**src/rtl/core_pkg.sv**
```systemverilog
// Shared writeback-path types and sizing helpers for the register writeback sink
// and its queue.
package core_pkg;

  localparam int CORE_DATABITWIDTH    = 16;
  localparam int CORE_REGADDRBITWIDTH = 4;
  localparam int REGCOUNT             = 2 ** CORE_REGADDRBITWIDTH;

  typedef struct packed {
    logic [CORE_REGADDRBITWIDTH-1:0] addr;
    logic [CORE_DATABITWIDTH-1:0]    data;
  } wb_entry_t;

  // Pointer/count width: one extra bit so the count can hold QUEUEDEPTH itself.
  function automatic int queuePtrWidth(input int depth);
    return $clog2(depth) + 1;
  endfunction

endpackage

```
**src/rtl/writeback_queue.sv**
```systemverilog
// In-order FIFO of writeback entries. It exposes every slot, the head pointer
// and the count so that the owner can search queued writes.
module writeback_queue
  import core_pkg::*;
#(
  parameter type EntryT     = wb_entry_t,
  parameter int  QUEUEDEPTH = 2,
  localparam int PtrWidth   = queuePtrWidth(QUEUEDEPTH)
) (
  input  logic                         clk,
  input  logic                         rst_n,
  input  logic                         push,
  input  EntryT                        pushEntry,
  input  logic                         pop,
  output EntryT                        headEntry,
  output logic                         full,
  output logic                         empty,
  output logic [PtrWidth-1:0]          headPtr,
  output logic [PtrWidth-1:0]          count,
  output EntryT [QUEUEDEPTH-1:0]       entries
);

  localparam int IdxWidth = PtrWidth - 1;

  EntryT [QUEUEDEPTH-1:0] mem;
  logic [PtrWidth-1:0]    headQ;
  logic [PtrWidth-1:0]    tailQ;
  logic [PtrWidth-1:0]    countQ;
  logic                   doPush;
  logic                   doPop;

  function automatic logic [PtrWidth-1:0] nextPtr(input logic [PtrWidth-1:0] p);
    return (p == PtrWidth'(QUEUEDEPTH - 1)) ? PtrWidth'(0) : p + PtrWidth'(1);
  endfunction

  assign empty     = (countQ == PtrWidth'(0));
  assign full      = (countQ == PtrWidth'(QUEUEDEPTH));
  // A full queue may still take a push when the head leaves in the same cycle.
  assign doPop     = pop && !empty;
  assign doPush    = push && (!full || doPop);
  assign headEntry = mem[headQ[IdxWidth-1:0]];
  assign headPtr   = headQ;
  assign count     = countQ;
  assign entries   = mem;

  // Storage, pointers and occupancy.
  always_ff @(posedge clk or negedge rst_n) begin
    if (!rst_n) begin
      mem    <= '0;
      headQ  <= '0;
      tailQ  <= '0;
      countQ <= '0;
    end else begin
      if (doPush) begin
        mem[tailQ[IdxWidth-1:0]] <= pushEntry;
        tailQ                    <= nextPtr(tailQ);
      end
      if (doPop) begin
        headQ <= nextPtr(headQ);
      end
      case ({doPush, doPop})
        2'b10:   countQ <= countQ + PtrWidth'(1);
        2'b01:   countQ <= countQ - PtrWidth'(1);
        default: countQ <= countQ;
      endcase
    end
  end

endmodule

```
**src/rtl/register_writeback_sink.sv**
```systemverilog
// Writeback sink: queues writes, commits one per cycle into the register file,
// and tracks pending destinations. Define WRITEBACK_BYPASS_EN to let reads see queued data.
module register_writeback_sink
  import core_pkg::*;
#(
  parameter int DATABITWIDTH    = CORE_DATABITWIDTH,
  parameter int REGADDRBITWIDTH = CORE_REGADDRBITWIDTH,
  parameter int QUEUEDEPTH      = 2
) (
  input  logic                       clk,
  input  logic                       rst_n,
  input  logic                       WritebackValid,
  output logic                       WritebackReady,
  input  logic [REGADDRBITWIDTH-1:0] WritebackAddr,
  input  logic [DATABITWIDTH-1:0]    WritebackData,
  input  logic                       CommitHold,
  input  logic                       IssueValid,
  input  logic [REGADDRBITWIDTH-1:0] IssueDestAddr,
  input  logic [REGADDRBITWIDTH-1:0] ReadAAddr,
  output logic [DATABITWIDTH-1:0]    ReadAData,
  output logic                       ReadAPending,
  input  logic [REGADDRBITWIDTH-1:0] ReadBAddr,
  output logic [DATABITWIDTH-1:0]    ReadBData,
  output logic                       ReadBPending,
  output logic                       QueueEmpty
);

  localparam int RegCount = 2 ** REGADDRBITWIDTH;
  localparam int PtrWidth = queuePtrWidth(QUEUEDEPTH);

  typedef struct packed {
    logic [REGADDRBITWIDTH-1:0] addr;
    logic [DATABITWIDTH-1:0]    data;
  } entryT;

  logic [DATABITWIDTH-1:0] regFile [RegCount];
  logic [RegCount-1:0]     pendingQ;
  logic [RegCount-1:0]     clearMask;
  logic [RegCount-1:0]     setMask;
  entryT                   pushEntry;
  entryT                   headEntry;
  entryT [QUEUEDEPTH-1:0]  queueEntries;
  logic [PtrWidth-1:0]     queueHead;
  logic [PtrWidth-1:0]     queueCount;
  logic                    queueFull;
  logic                    queueEmpty;
  logic                    drain;
  logic                    accept;
  logic                    push;

  assign drain          = !queueEmpty && !CommitHold;
  assign WritebackReady = !queueFull || drain;
  assign accept         = WritebackValid && WritebackReady;
  // r0 writes complete the handshake but never occupy a slot.
  assign push           = accept && (WritebackAddr != '0);
  assign pushEntry      = '{addr: WritebackAddr, data: WritebackData};
  assign QueueEmpty     = queueEmpty;

  writeback_queue #(
    .EntryT    (entryT),
    .QUEUEDEPTH(QUEUEDEPTH)
  ) uQueue (
    .clk      (clk),
    .rst_n    (rst_n),
    .push     (push),
    .pushEntry(pushEntry),
    .pop      (drain),
    .headEntry(headEntry),
    .full     (queueFull),
    .empty    (queueEmpty),
    .headPtr  (queueHead),
    .count    (queueCount),
    .entries  (queueEntries)
  );

  // Commit the head entry into the architectural register file.
  always_ff @(posedge clk or negedge rst_n) begin
    if (!rst_n) begin
      for (int i = 0; i < RegCount; i++) begin
        regFile[i] <= '0;
      end
    end else if (drain && (headEntry.addr != '0)) begin
      regFile[headEntry.addr] <= headEntry.data;
    end
  end

  // Scoreboard masks: commit clears, issue sets; set is applied last so it wins.
  always_comb begin
    clearMask = '0;
    setMask   = '0;
    if (drain) begin
      clearMask[headEntry.addr] = 1'b1;
    end else begin
      clearMask = '0;
    end
    if (IssueValid && (IssueDestAddr != '0)) begin
      setMask[IssueDestAddr] = 1'b1;
    end else begin
      setMask = '0;
    end
  end

  // Pending scoreboard state.
  always_ff @(posedge clk or negedge rst_n) begin
    if (!rst_n) begin
      pendingQ <= '0;
    end else begin
      pendingQ <= (pendingQ & ~clearMask) | setMask;
    end
  end

  assign ReadAPending = pendingQ[ReadAAddr];
  assign ReadBPending = pendingQ[ReadBAddr];

`ifdef WRITEBACK_BYPASS_EN
  // Walk from oldest to youngest so the youngest matching entry overrides.
  function automatic logic [DATABITWIDTH-1:0] lookup(
    input logic [REGADDRBITWIDTH-1:0] addr,
    input logic [DATABITWIDTH-1:0]    arrayData,
    input entryT [QUEUEDEPTH-1:0]     ents,
    input logic [PtrWidth-1:0]        head,
    input logic [PtrWidth-1:0]        cnt
  );
    logic [DATABITWIDTH-1:0] result;
    logic [PtrWidth-1:0]     slot;
    result = arrayData;
    for (int i = 0; i < QUEUEDEPTH; i++) begin
      slot = PtrWidth'((int'(head) + i) % QUEUEDEPTH);
      if ((i < int'(cnt)) && (ents[slot[PtrWidth-2:0]].addr == addr)) begin
        result = ents[slot[PtrWidth-2:0]].data;
      end else begin
        result = result;
      end
    end
    return result;
  endfunction

  // Read muxes with queued-write bypass.
  always_comb begin
    ReadAData = '0;
    ReadBData = '0;
    if (ReadAAddr == '0) begin
      ReadAData = '0;
    end else begin
      ReadAData = lookup(ReadAAddr, regFile[ReadAAddr], queueEntries, queueHead, queueCount);
    end
    if (ReadBAddr == '0) begin
      ReadBData = '0;
    end else begin
      ReadBData = lookup(ReadBAddr, regFile[ReadBAddr], queueEntries, queueHead, queueCount);
    end
  end
`else
  logic unusedQueueView;
  assign unusedQueueView = ^{queueEntries, queueHead, queueCount};

  // Read muxes from the register file only.
  always_comb begin
    ReadAData = '0;
    ReadBData = '0;
    if (ReadAAddr == '0) begin
      ReadAData = '0;
    end else begin
      ReadAData = regFile[ReadAAddr];
    end
    if (ReadBAddr == '0) begin
      ReadBData = '0;
    end else begin
      ReadBData = regFile[ReadBAddr];
    end
  end
`endif

endmodule
```
**config.mk**
```make
export PLATFORM = sky130hd
export DESIGN_NAME = register_writeback_sink
export DESIGN_NICKNAME = d
export VERILOG_FILES = /design/src/rtl/core_pkg.sv /design/src/rtl/writeback_queue.sv /design/src/rtl/register_writeback_sink.sv
export SDC_FILE = /design/constraint.sdc
export NUM_CORES = 1
export LEC_CHECK = 0
export CORE_AREA = 4 4 208 149
export DETAILED_ROUTE_END_ITERATION = 16
export DIE_AREA = 0 0 212 153
export PLACE_DENSITY = 0.73
export SETUP_SLACK_MARGIN = 0.15
export SKIP_CTS_REPAIR_TIMING = 1
export SYNTH_ARGS = -nofsm -noshare
export SYNTH_HDL_FRONTEND = slang
export SYNTH_HIERARCHICAL = 1
export SYNTH_SLANG_ARGS = --single-unit
```
**constraint.sdc**
```tcl
create_clock -name clk -period 6.45 [get_ports clk]
set_clock_uncertainty 0.2 [all_clocks]
set_input_delay 1.6125 -clock clk [delete_from_list [all_inputs] [get_ports clk]]
set_output_delay 1.6125 -clock clk [all_outputs]
set_load 0.05 [all_outputs]
```
==> results.yml <==
# physical design summary
status:
  result_of_the_run: "completed"
floorplanning:
  dieHeight_microns: 153
  die_area_sq_um: 32400
  number_of_top_level_pins: 73
  rows: 52
  initial_utilization: 0.544
placement:
  post-place-cells: 1449
  finalWeightedCongestion: 0.817
worst_setup_path:
  worst_ep_arrival_time_ps: 3910
  endpoint_kind: "output pin"
  cp.required_ps: 4640
  crit_type: "in2out"
  cp_max_fo: 19
  setup.worst_path.start_class: "input pin"
job:
  warning_count: 30
  cap_violations: 0
clock_tree:
  clock-root-buffer: "sky130_fd_sc_hd__clkbuf_16"
  clk_pin_slew_worst_paths_ps: 60
  cts_buffers: 30
  clk_path_buf_depth: 3
  htree_depth: 1
  cts.sinks: 300
  clk-insertion-delay-late_ps: 560
  cts_tree: "yes"
power_and_ir_drop:
  comb_power_share: 0.409
  power_mw: 8.69
  internal_power_mw: 5.71
  pwr-share-seq: 0.391
  p_sw_mw: 2.98
  cellPowerDensity_nw_per_um2: 483
  sw_frac_of_total: 0.343
  p_clk_frac: 0.200
finish:
  area.sequential_sq_um: 7510
  final_nets: 1141
  finalNonFillerCells: 1501
  fillerInstances: 2152
  drive_above_1_share: 0.485
  most_instantiated_logic_cell_after_routing: "sky130_fd_sc_hd__dfrtp_1"
  layout_top_cells_excl_fill_tap: "sky130_fd_sc_hd__dfrtp_1 (300), sky130_fd_sc_hd__mux2_2 (297), sky130_fd_sc_hd__mux4_2 (103), sky130_fd_sc_hd__nor2b_1 (38), sky130_fd_sc_hd__buf_12 (36)"
  area_growth_syn_to_layout_pct: 14.8
  logic_area_sq_um: 7700
  diodes: 0
final_timing:
  setup_slack_ps: 731
  tns_ps: 0
  final_period_minus_worst_setup_slack_ps: 5720
  grt_setup_unrepaired: "no"
  report.final.hold_viol_count: 0
  timing.final.max_slew_violations: 0
  slew_headroom: 0.171
  fmaxAchievable_mhz: 175
  worst_pin_slew_ps: 1240
synth:
  synth.yosys.warnings: 6
  syn-instance-count: 1062
  synth_area_sq_um: 15700
  floorplan.nets: 1100
drt:
  drt-vias-per-instance: 6.59
  first_pass_iters: 5
  initialDrtViolationCount: 770
  postRouteAntennaNets: 0
  drc: 0
hold_path:
  min-delay-path-class: "reg2reg"
global_route:
  antenna_found_initial: 1
  grt_first_pass_wirelength_mm: 62.5
  first_global_vias: 10400
==> metrics by stage <==
| step | hold WS (ps) | area (sq um) |
|---|---|---|
| 3_3_place_gp | 264 | 17000 |
| 5_1_grt | 304 | 18000 |
| 6_report | 282 | 18000 |
| 4_1_cts | 288 | 18000 |
| 2_1_floorplan | 252 | 15700 |
| 3_5_place_dp | 271 | 17000 |
==> path summary, 6_finish.rpt <==
check                                                 endpoint                            from  depth (start not counted)  slack [ps]
worst max-delay path                              ReadAPending                    ReadAAddr[0]                          6         730
worst min-delay path            uQueue/entries[31]$_DFFE_PN0P_  uQueue/entries[31]$_DFFE_PN0P_                          1         280
worst max register to register         regFile[80]$_DFFE_PN0P_   uQueue/headPtr[0]$_DFFE_PN0P_                          4        2820
worst min register to register  uQueue/entries[31]$_DFFE_PN0P_  uQueue/entries[31]$_DFFE_PN0P_                          1         280
max in group asynchronous             regFile[147]$_DFFE_PN0P_                           rst_n                          2        3930
min in group asynchronous       uQueue/entries[11]$_DFFE_PN0P_                           rst_n                          1         900
==> power by group through the flow <==
| stage | Sequential, mW | Clock [mW] | Combinational (mW) |
|---|---|---|---|
| 2_1_floorplan | 3.16 | 0 | 2.69 |
| 3_3_place_gp | 3.35 | 0 | 3.47 |
| 3_5_place_dp | 3.40 | 0 | 3.56 |
| 4_1_cts | 3.38 | 1.76 | 3.57 |
| 5_1_grt | 3.50 | 1.84 | 3.80 |
| 6_report | 3.40 | 1.74 | 3.56 |
==> final cells by class <==
cell class                 instances  area share
multi-input combinational        658       0.428
sequential                       300       0.417
timing repair buffer             106      0.0739
clock buffer                      44      0.0497
tap                              378      0.0263
clock inverter                     8     0.00396
inverter                           7     0.00146
==> registers in the layout, summed over array words and instances, names as in the netlist <==
register and cells:
regFile 240, uQueue/headPtr 1, pendingQ 16, uQueue/count 2
uQueue/tailQ 1, uQueue/entries 40
==> routing by layer <==
metal  GRT usage  vias to the layer above  share of wire
li1            -                     4190              -
met1       0.361                     5245           0.44
met2       0.382                      388           0.47
met3      0.0481                       73          0.070
met4      0.0660                        2          0.026
met5           0                        -        0.00033
==> worst max-delay path, cell delays in order <==
cell and delay (ps):
sky130_fd_sc_hd__buf_2 470, sky130_fd_sc_hd__mux4_2 560, sky130_fd_sc_hd__nor2b_1 140, sky130_fd_sc_hd__a211oi_1 280, sky130_fd_sc_hd__a21oi_1 90, sky130_fd_sc_hd__clkdlybuf4s50_1 730
==> images/wire_density.png <==
21 x 15 tiles, from white (low) to dark blue (high), scaled to the fullest tile. Values are wire area over tile area, all layers added.
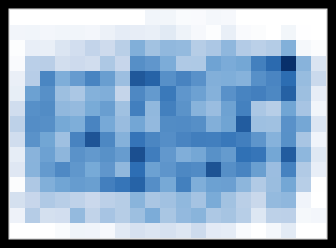
nearly empty tiles: 9.5%
densest ninth of the die: center
emptiest ninth of the die: north-west
tiles over half the peak: 35%
mean over tiles: 0.20
fullest tile: 0.54
final routed wire length divided by cell count: 26.5 microns
Vias: 9,898
Global Route Usage Sum: 0.247

==> images/final_congestion.png <==
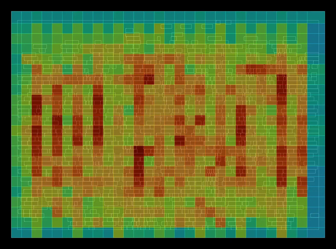
Util after Layout: 0.625
met3 Track Usage GR: 0.0481
GR met2 Demand/Resource: 0.382
GR Layer Usage met1: 0.361

==> images/zoom.png <==
Bar = 5 microns. Region (149, 105) to (169, 125) microns. Cells in gray, sequential cells in the stronger gray; small squares are vias.
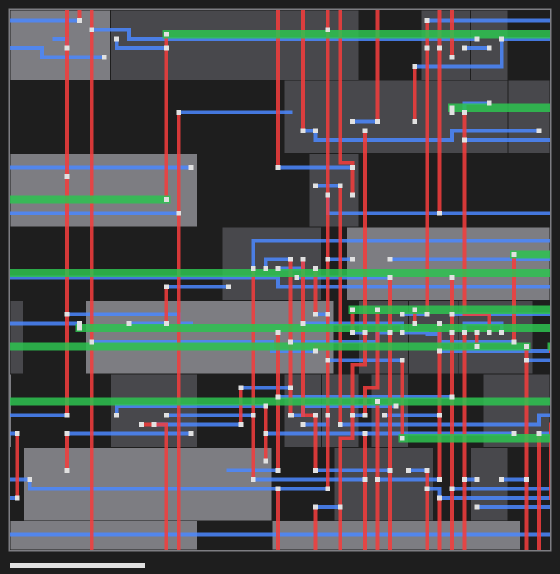
legend:
  blue:
    layer: met1
  red:
    layer: met2
  green:
    layer: met3
sequential cells in the window: 4
most frequent: dfrtp_1 (4)
cells with their middle in the window: 19
netlist names of flops here include: pendingQ (3), regFile (1)

==> images/metal_stack.png <==
Bar = 50 microns. Only two layers are drawn.
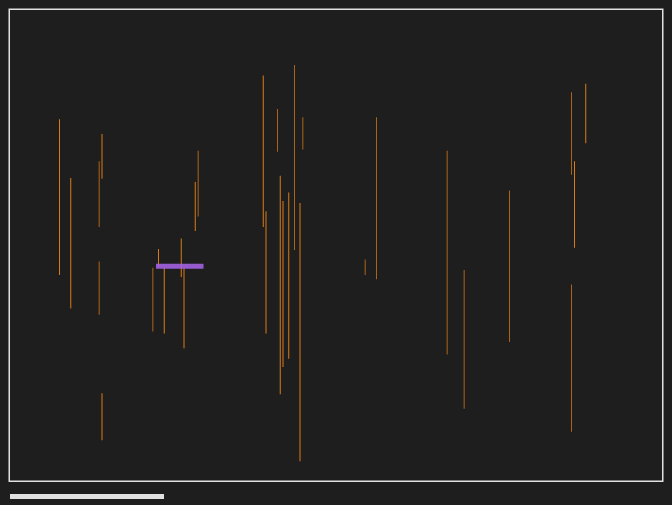
legend:
  purple:
    layer: met5
    wire_length: 13.8 microns
  orange:
    layer: met4
    wire_length: 1,050 microns
total wire length after detailed routing: 39.8 mm

==> images/met1.png <==
Bar = 50 microns.
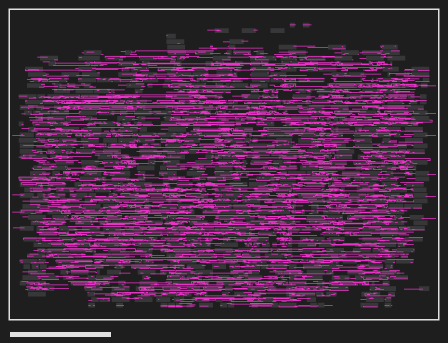
nets with wire on the layer: 1,073
wire length on this layer: 17,400 microns
main direction: horizontal
share of all routed wire: 44%
longest straight run: 66.7 microns

Power and IR drop assume default switching activity.
